## src/rtl/regfile_write_arbiter.sv

```systemverilog
// regfile_write_arbiter
//   Shares the register file's single write port between two writeback
//   requesters (A: execute, B: load/multi-cycle). Each requester owns a
//   one-entry holding slot with a valid/ready handshake; an age-aware
//   round-robin arbiter drains one slot per cycle into registered write-port
//   outputs. Also publishes a per-register pending-write scoreboard.
// Ports:
//   Clk, ResetL              clock (rising edge), async active-low reset
//   A_Valid/A_Ready/A_Rd/A_Data  requester A handshake, destination, data
//   B_Valid/B_Ready/B_Rd/B_Data  requester B handshake, destination, data
//   RegWr, RW, BusW          registered write enable / address / data
//   Pending                  bit r set while a write to register r is held or issuing
module regfile_write_arbiter #(
  parameter int unsigned DATA_W   = 64,
  parameter int unsigned ADDR_W   = 5,
  parameter int unsigned ZERO_REG = 31
) (
  input  logic                    Clk,
  input  logic                    ResetL,
  input  logic                    A_Valid,
  output logic                    A_Ready,
  input  logic [ADDR_W-1:0]       A_Rd,
  input  logic [DATA_W-1:0]       A_Data,
  input  logic                    B_Valid,
  output logic                    B_Ready,
  input  logic [ADDR_W-1:0]       B_Rd,
  input  logic [DATA_W-1:0]       B_Data,
  output logic                    RegWr,
  output logic [ADDR_W-1:0]       RW,
  output logic [DATA_W-1:0]       BusW,
  output logic [(1<<ADDR_W)-1:0]  Pending
);

  localparam int unsigned NREG = 1 << ADDR_W;
  localparam logic [ADDR_W-1:0] ZERO_ADDR = ADDR_W'(ZERO_REG);

  typedef enum logic {FAV_A, FAV_B} rr_t;

  logic              a_full, b_full;
  logic [ADDR_W-1:0] a_rd, b_rd;
  logic [DATA_W-1:0] a_data, b_data;
  logic              a_older, older_d;
  rr_t               rr_q, rr_d;
  logic              gnt_a, gnt_b;
  logic              a_load, b_load;

  // Same destination uses age so write-after-write order holds; otherwise
  // the round-robin pointer decides and flips.
  always_comb begin
    gnt_a = 1'b0;
    gnt_b = 1'b0;
    rr_d  = rr_q;
    if (a_full && b_full) begin
      if (a_rd == b_rd) begin
        if (a_older) gnt_a = 1'b1;
        else         gnt_b = 1'b1;
      end else if (rr_q == FAV_A) begin
        gnt_a = 1'b1;
        rr_d  = FAV_B;
      end else begin
        gnt_b = 1'b1;
        rr_d  = FAV_A;
      end
    end else if (a_full) begin
      gnt_a = 1'b1;
    end else if (b_full) begin
      gnt_b = 1'b1;
    end
  end

  assign A_Ready = ResetL && (!a_full || gnt_a);
  assign B_Ready = ResetL && (!b_full || gnt_b);

  // Zero-register requests complete the handshake but never occupy a slot.
  assign a_load = A_Valid && A_Ready && (A_Rd != ZERO_ADDR);
  assign b_load = B_Valid && B_Ready && (B_Rd != ZERO_ADDR);

  // The flag only matters while both slots are full; it is set whenever a
  // load makes both full without the other slot draining.
  always_comb begin
    older_d = a_older;
    if (a_load && b_load)                older_d = 1'b1;
    else if (a_load && b_full && !gnt_b) older_d = 1'b0;
    else if (b_load && a_full && !gnt_a) older_d = 1'b1;
  end

  always_ff @(posedge Clk or negedge ResetL) begin
    if (!ResetL) begin
      a_full  <= 1'b0;
      b_full  <= 1'b0;
      a_rd    <= '0;
      b_rd    <= '0;
      a_data  <= '0;
      b_data  <= '0;
      a_older <= 1'b0;
      rr_q    <= FAV_A;
    end else begin
      a_older <= older_d;
      rr_q    <= rr_d;
      if (a_load) begin
        a_full <= 1'b1;
        a_rd   <= A_Rd;
        a_data <= A_Data;
      end else if (gnt_a) begin
        a_full <= 1'b0;
      end
      if (b_load) begin
        b_full <= 1'b1;
        b_rd   <= B_Rd;
        b_data <= B_Data;
      end else if (gnt_b) begin
        b_full <= 1'b0;
      end
    end
  end

  always_ff @(posedge Clk or negedge ResetL) begin
    if (!ResetL) begin
      RegWr <= 1'b0;
      RW    <= '0;
      BusW  <= '0;
    end else begin
      RegWr <= gnt_a || gnt_b;
      if (gnt_a) begin
        RW   <= a_rd;
        BusW <= a_data;
      end else if (gnt_b) begin
        RW   <= b_rd;
        BusW <= b_data;
      end
    end
  end

  always_comb begin
    Pending = '0;
    for (int unsigned r = 0; r < NREG; r++) begin
      Pending[r] = (a_full && (a_rd == ADDR_W'(r))) ||
                   (b_full && (b_rd == ADDR_W'(r))) ||
                   (RegWr  && (RW   == ADDR_W'(r)));
    end
    Pending[ZERO_REG] = 1'b0;
  end

endmodule
```

## config.mk

```make
export PLATFORM = sky130hd
export DESIGN_NAME = regfile_write_arbiter
export DESIGN_NICKNAME = d
export VERILOG_FILES = /design/src/rtl/regfile_write_arbiter.sv
export SDC_FILE = /design/constraint.sdc
export NUM_CORES = 1
export LEC_CHECK = 0
export CAP_MARGIN = 0
export CELL_PAD_IN_SITES_DETAIL_PLACEMENT = 1
export CELL_PAD_IN_SITES_GLOBAL_PLACEMENT = 1
export CORE_MARGIN = 2
export CORE_UTILIZATION = 25
export CTS_CLUSTER_SIZE = 12
export DETAILED_ROUTE_END_ITERATION = 12
export GPL_TIMING_DRIVEN = 0
export PLACE_DENSITY_LB_ADDON = 0.05
export SYNTH_ARGS = -nofsm -noshare
export SYNTH_HDL_FRONTEND = slang
export SYNTH_SLANG_ARGS = --single-unit
```

## constraint.sdc

```tcl
create_clock -name Clk -period 2.3 [get_ports Clk]
set_input_delay 0.575 -clock Clk [delete_from_list [all_inputs] [get_ports Clk]]
set_output_delay 0.575 -clock Clk [all_outputs]
set_load 0.005 [all_outputs]
```

**Supply network**

Scale bar: 50 microns. Pins as bars on the die edge.
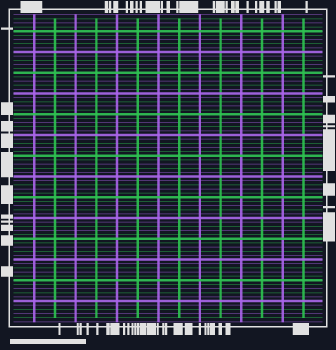
VDD: in green. VSS: in purple.
246 signal pins sit on the boundary. The core has 74 rows. 14 straps on met4.

**Placed cells, one colour a class**

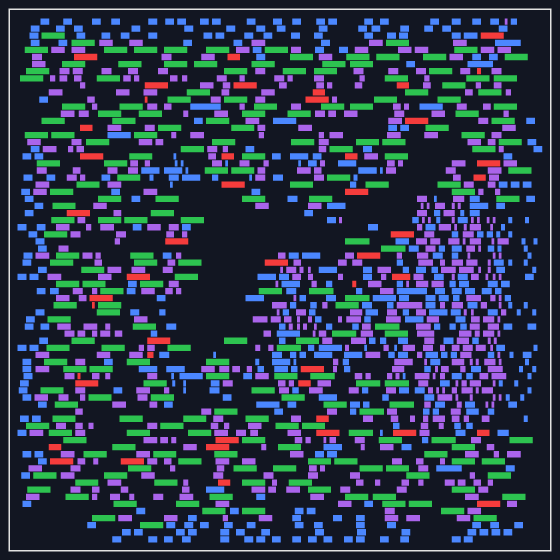
combinational and other logic: in purple, cells 533, share of their area 34%. remaining buffers and delay cells: in blue, cells 428, share of their area 27%. clock drivers and dummy loads: in red, cells 46, share of their area 5.6%. sequential cells: in green, cells 212, share of their area 33%.

**Clock wires, drivers and flops**

Scale bar: 50 microns.
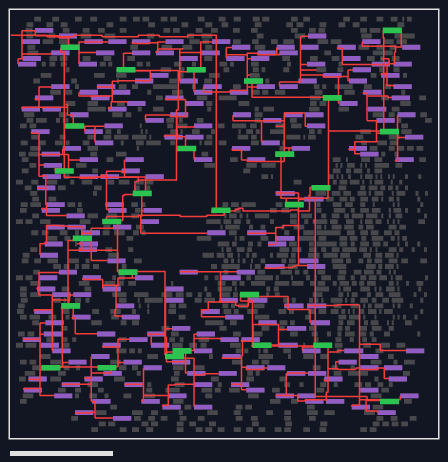
clock wires: in red, length 3650 microns. flip-flops: in purple, count 212. clock drivers: in green, count 27.
Position of the flops: widely spread. There are 28 routed clock nets.

**Routed metal, one colour a layer**

Scale bar: 50 microns.
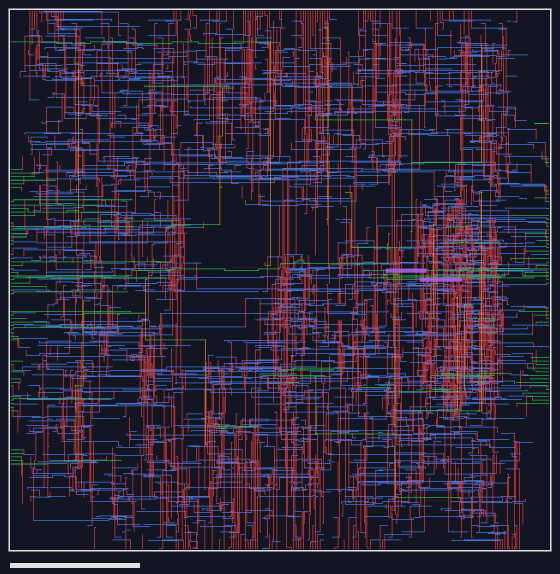
metal 4: in orange, wire length 831 microns. metal 1: in blue, wire length 17700 microns. metal 5: in purple, wire length 28.5 microns. metal 2: in red, wire length 19100 microns. metal 3: in green, wire length 1960 microns.

## worst max-delay path: stages, from the launching register on
cell and delay, ns:
sky130_fd_sc_hd__dfrtp_1 0.37, sky130_fd_sc_hd__buf_6 0.13, sky130_fd_sc_hd__xnor2_2 0.15, sky130_fd_sc_hd__nand3_2 0.16, sky130_fd_sc_hd__or4_4 0.53, sky130_fd_sc_hd__and3_4 0.19, sky130_fd_sc_hd__buf_6 0.12
## state kept, by name, indices dropped and copies added (netlist names)
register and count:
a_older 1, b_data 64, b_rd 5, rr_q 1, a_rd 5, b_full 1
a_full 1, BusW 64, a_data 64, RegWr 1, RW 5
==> run summary <==
Physical implementation status

Per the layout report, the design carries about 4300 filler cells. The largest buffer count on any clock path stands at 3. The async set-or-reset flop fraction in the synthesized netlist stands at 100%.

Among all flip-flop cells after synthesis, the most frequent one is sky130_fd_sc_hd__dfrtp_1. In the final design, more cell area goes to logic gates than to any other class. After detailed routing, the number of vias per cell comes to ~4.8.

The routed wire length stands at about 40000 microns. The maximum vdd ir drop stands at about 550 uV. The detailed-router iteration count before antenna repair stands at 4.

The combinational logic power stands at 7.20 mW. The initial antenna violation count stands at 3. The final standard cell area without fillers stands at 16600 sq um. The largest driver fanout on the critical path stands at 5. The number of cells on the worst reg-to-reg path stands at 11. The checks that failed: setup timing. The global routing usage summed across all routing layers stands at between 10% and 20%. The total power draw stands at roughly 17 mW. Max-slew check failures listed in the final report amount to 0. For reference, the final report shows the hold violation count at 0. The sum of overflow across all layers after global routing stands at 0. The final-report setup violation count stands at about 240. The netlist uses roughly 40 different library cells. The clock input transition at the sequential cells of the worst setup and hold paths stands at 0.06 ns. In this run the mean area of a mapped cell was ~13 sq um.

The count of library flops with an enable pin stands at 0. Dividing the final minimum period by the clock period gives 121%. By instance count after routing, the leading logic cell type is sky130_fd_sc_hd__clkdlybuf4s50_1. The DRC violation count after routing stands at 0. The worst endpoint required time stands at around 1.7 ns. The endpoint identified for the worst register-to-register timing path is a_data[48]. The buffer count excluding the clock tree in the final layout stands at between 400 and 500. The max-cap check violation count stands at 0. Per STA, the startpoint of the critical path is a_rd[3]. After detailed placement, the total cell area comes to around 13000 sq um. The hold slack stands at 0.0458 ns. The first-pass GRT wire length stands at 57700 microns. For this sky-water flow run, the detailed-routed wirelength per cell is reported as approximately 23 microns. Detailed routing placed a total of roughly 19000 microns of wire on met2. Of all power groups, the one with the highest power is combinational cells. The flow reported a cell area power density of approximately 1000 nW/um^2.

The antenna diode count stands at 1. The synthesized chip area reported by yosys stands at ~10000 sq um. The multi-input combinational cell count stands at 529.

The row count stands at roughly 74. The area taken by multi-input combinational cells is reported as 5320 sq um. The via count of the first global-routing pass stands at 8956.

Once iteration 0 of detailed routing completed, the report listed 411 DRC markers. The final timing report gives a worst setup slack of -0.474 ns. Measured along the y axis, the die boundary spans slightly above 200 microns. The detailed router placed roughly 8400 vias in this run. Of the total power, the share spent switching nets is between 30% and 40%. The net switching component of the power stands at about 5.4 mW. The setup path with the least slack is of type reg2out. The worst setup slack after placement stands at -1.51 ns. Routing resource usage on met3 recorded by global route was ~4.2%. During placement, the flow inserted port buffers numbering ~240.

The number of hold buffers added after CTS was 1. In this run the critical register-to-register path is launched from a_rd[3]. The detailed route wirelength on metal3 stands at slightly below 2000 microns. In the final layout, excluding clock inverters the inverter count is 4.

The peak clock frequency supported by timing stands at between 300 and 400 MHz. The number of sinks handled by clock tree synthesis stands at approximately 210. The post-synthesis sequential area ratio stands at around half. The register-to-register setup slack stands at -0.28 ns. The internal power summed over all cells stands at 11.9 mW. The synthesis run identifies the leading combinational cell family as multiplexers. The fraction of the mapped netlist area in compound gates stands at between 10% and 20%. The area taken by flip-flops and latches stands at ~5300 sq um. The routed design could run at a clock period as short as ~2.8 ns. The proportion of synthesized area in mux cells stands at about 17%.

Per the post-synthesis report, the nets total roughly 960. The synthesis stats list as the most numerous cell sky130_fd_sc_hd__dfrtp_1. The count of tool warnings stands at 28.

In the final layout, flip-flops and latches take up between 30% and 40% of the cell area. CTS placed an instance of sky130_fd_sc_hd__clkbuf_16 at the clock tree root. The TritonCTS buffer count stands at 27. The worst hold path belongs to the class in2async. The fraction of area in multi-input gates stands at 32.1%.

The clock skew stands at between 0.01 and 0.015 ns. For reference, the critical path is captured by B_Ready. Routing resource usage on met2 recorded by global route was 28.7%.

The synthesized instance count stands at 815. The highest layer touched by signal routing is met5. The total instance count after detailed placement stands at roughly 1600.

The source-to-sink clock delay at the later pin of the worst-skew pair stands at roughly 0.56 ns. For this design the top-level I/O count stands at ~250. The simple-gate share of the synthesized area stands at between 10% and 20%. The largest total area in the synthesized netlist belongs to sky130_fd_sc_hd__dfrtp_1. The post-synthesis share of cell area spent on full adders, half adders and majority gates stands at 0%. The flow ran to the end, but the final reports show violations.

The synthesis warning total stands at 0. The depth of the CTS H-tree stands at 1. The post-route met1 wirelength stands at 17700 microns. After synthesis the cells add up to between 10000 and 15000 sq um. TritonCTS built the clock tree.
Power is estimated from default activity; no workload was simulated.
